<file path="src/rtl/oled_write_scheduler.sv">
// Write scheduler in front of oled_controller: shares its single byte-write port between a
// built-in boot message streamer ("hello") and an external valid/ready byte channel. Holds off
// all writes for DELAY_CYCLES after reset, honours buffer_full and keeps a message atomic.
// Optional feature: define MSG_NEWLINE_EN to append 8'h0A after the message bytes.
module oled_write_scheduler #(
  parameter int unsigned CLK_FREQ     = 20_000_000,
  parameter int unsigned DELAY_CYCLES = CLK_FREQ / 2,
  parameter int unsigned MSG_LEN      = 5
) (
  input  logic       clk,
  input  logic       rst_n,
  input  logic       ena,
  input  logic       msg_start,
  output logic       msg_busy,
  input  logic       ext_valid,
  input  logic [7:0] ext_data,
  output logic       ext_ready,
  output logic [7:0] oled_data,
  output logic       oled_we,
  input  logic       oled_full,
  output logic       init_done
);

`ifdef MSG_NEWLINE_EN
  localparam int unsigned NumBytes = MSG_LEN + 1;
`else
  localparam int unsigned NumBytes = MSG_LEN;
`endif
  localparam int unsigned     IdxW      = $clog2(MSG_LEN + 1);
  localparam logic [31:0]     DelayLast = 32'(DELAY_CYCLES - 1);
  localparam logic [IdxW-1:0] IdxLast   = IdxW'(NumBytes - 1);
  localparam logic [39:0]     Hello     = 40'h68_65_6C_6C_6F;

  typedef enum logic [1:0] {StInitWait, StIdle, StMsg} state_e;

  state_e          state_q, state_d;
  logic [31:0]     cnt_q, cnt_d;
  logic [IdxW-1:0] idx_q, idx_d;
  logic            hold_full_q, hold_full_d;
  logic [7:0]      hold_data_q, hold_data_d;
  logic            pend_q, pend_d;
  logic            last_ext_q, last_ext_d;
  logic            we_q, we_d;
  logic [7:0]      data_q, data_d;
  logic            issue_ok;

  // Positions past the ROM can only be the trailing newline.
  function automatic logic [7:0] msg_byte(input logic [IdxW-1:0] idx);
    int unsigned pos;
    pos = 32'(idx);
    if (pos < MSG_LEN && pos < 5) return Hello[8*(4-pos) +: 8];
    return 8'h0A;
  endfunction

  assign init_done = (state_q != StInitWait);
  assign ext_ready = init_done & ~hold_full_q;
  assign msg_busy  = pend_q | (state_q == StMsg);
  assign oled_we   = we_q;
  assign oled_data = data_q;

  // A strobe last cycle forces a gap so buffer_full can catch up before the next write.
  assign issue_ok = ena & ~oled_full & ~we_q;

  // Next-state: power-up delay, arbitration, message sequencing, hold register, pending latch.
  always_comb begin
    state_d     = state_q;
    cnt_d       = cnt_q;
    idx_d       = idx_q;
    hold_full_d = hold_full_q;
    hold_data_d = hold_data_q;
    pend_d      = pend_q;
    last_ext_d  = last_ext_q;
    we_d        = 1'b0;
    data_d      = data_q;

    unique case (state_q)
      StInitWait: begin
        if (ena) begin
          if (cnt_q == DelayLast) state_d = StIdle;
          else                    cnt_d   = cnt_q + 32'd1;
        end
      end
      StIdle: begin
        if (issue_ok) begin
          // After an external byte a waiting message gets the next turn.
          if (hold_full_q && (!pend_q || !last_ext_q)) begin
            we_d        = 1'b1;
            data_d      = hold_data_q;
            hold_full_d = 1'b0;
            last_ext_d  = 1'b1;
          end else if (pend_q) begin
            state_d    = StMsg;
            idx_d      = '0;
            pend_d     = 1'b0;
            last_ext_d = 1'b0;
          end
        end
      end
      StMsg: begin
        if (issue_ok) begin
          we_d   = 1'b1;
          data_d = msg_byte(idx_q);
          if (idx_q == IdxLast) state_d = StIdle;
          else                  idx_d   = idx_q + 1'b1;
        end
      end
      default: state_d = StInitWait;
    endcase

    if (msg_start && !pend_q && state_q != StMsg) pend_d = 1'b1;

    // ext_ready implies the hold register is empty, so this never collides with an issue.
    if (ext_valid && ext_ready) begin
      hold_full_d = 1'b1;
      hold_data_d = ext_data;
    end
  end

  // State and output registers with asynchronous active-low reset.
  always_ff @(posedge clk or negedge rst_n) begin
    if (!rst_n) begin
      state_q     <= StInitWait;
      cnt_q       <= '0;
      idx_q       <= '0;
      hold_full_q <= 1'b0;
      hold_data_q <= 8'h00;
      pend_q      <= 1'b0;
      last_ext_q  <= 1'b0;
      we_q        <= 1'b0;
      data_q      <= 8'h00;
    end else begin
      state_q     <= state_d;
      cnt_q       <= cnt_d;
      idx_q       <= idx_d;
      hold_full_q <= hold_full_d;
      hold_data_q <= hold_data_d;
      pend_q      <= pend_d;
      last_ext_q  <= last_ext_d;
      we_q        <= we_d;
      data_q      <= data_d;
    end
  end

endmodule

</file>
<file path="config.mk">
export PLATFORM = sky130hd
export DESIGN_NAME = oled_write_scheduler
export DESIGN_NICKNAME = d
export VERILOG_FILES = /design/src/rtl/oled_write_scheduler.sv
export SDC_FILE = /design/constraint.sdc
export NUM_CORES = 1
export LEC_CHECK = 0
export CAP_MARGIN = 30
export CELL_PAD_IN_SITES_DETAIL_PLACEMENT = 1
export CELL_PAD_IN_SITES_GLOBAL_PLACEMENT = 1
export CORE_UTILIZATION = 45
export CTS_CLUSTER_DIAMETER = 100
export DETAILED_ROUTE_END_ITERATION = 8
export PLACE_DENSITY_LB_ADDON = 0.25
export SYNTH_ARGS = -nofsm -noshare
export SYNTH_HDL_FRONTEND = slang
export SYNTH_SLANG_ARGS = --single-unit
</file>
<file path="constraint.sdc">
create_clock -name clk -period 5.5 [get_ports clk]
set_clock_uncertainty 0.05 [all_clocks]
set_input_delay 0.55 -clock clk [delete_from_list [all_inputs] [get_ports clk]]
set_output_delay 0.55 -clock clk [all_outputs]
set_load 0.005 [all_outputs]
</file>
==> impl_metrics.json <==
{
  "stdcell_area_um2": 3440,
  "avgRoutedWirePerCell_um": 16.6,
  "wl_mm": 6.44,
  "largest_register_ffs": 32,
  "fp-utilization_pct": 47.8,
  "synth.area.mux_share_pct": 5.27,
  "openroad.warnings": 31,
  "syn-num-nets": 300,
  "ys_sh_xor_pct": 9.37,
  "max_freq_mhz": 344,
  "post_cts_buffers": 0,
  "pg_comb_w": 0.0000911,
  "clock_power_w": 0.000445,
  "synthAdderAreaFrac_pct": 3.89,
  "drv_cap": 0,
  "cp-startpoint": "state_q[0]",
  "tap_cells": 75,
  "drtPass1Iterations": 4,
  "dpl.hpwl_mm": 4.53,
  "fin_nets": 330,
  "grt-ovfl-total": 0,
  "ys_seq_share_pct": 49.2,
  "p_total_w": 0.00101,
  "most_common_cell": "dfrtp_1",
  "peakVddDrop_mv": 0.323,
  "ys_cells": 277,
  "final_cells": 387,
  "p_leak_nw": 1.58,
  "clk_latency_ns": 0.34,
  "clock-sinks": 57,
  "dominant_cells": "flip-flops and latches",
  "ant_nets": 0,
  "logic_gate_count": 202,
  "ios": 26,
  "ctsLongestPathBuffers": 2,
  "swShare_pct": 24.2,
  "cpPeakStageDelay_ns": 0.68,
  "place_area_um2": 3210,
  "r2r_cells": 5,
  "nFillCells": 649,
  "crit_path_end_kind": "output pin",
  "die_area_um2": 6760,
  "crit_fanout": 22,
  "cp.depth": 4,
  "status": "complete, no violations",
  "grt_pass1_wl_mm": 11.0
}
**Port wiring**

The bar under the picture is 20 µm long.
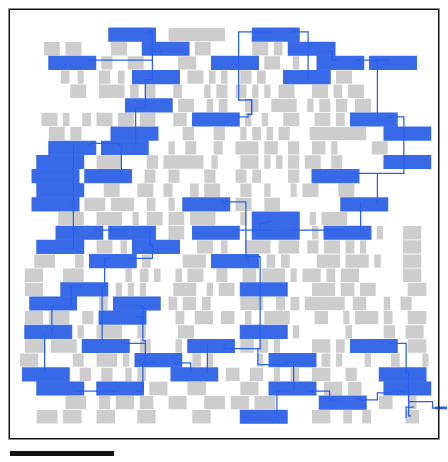
| port | color | direction | end cells | buffers | wire |
|---|---|---|---|---|---|
| rst_n | blue | input | 57 | 2 | 407 µm |

**Register map, names as in the netlist**

The bar under the picture is 20 µm long. Other sequential cells in the stronger gray, the rest of the logic in the fainter gray.
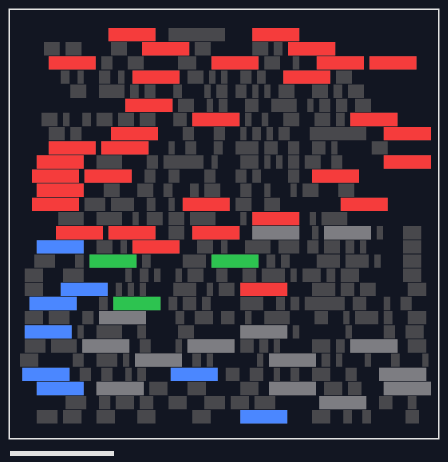
| name in the netlist | color | flops |
|---|---|---|
| hold_data_q | blue | 8 |
| idx_q | green | 3 |
| cnt_q | red | 32 |

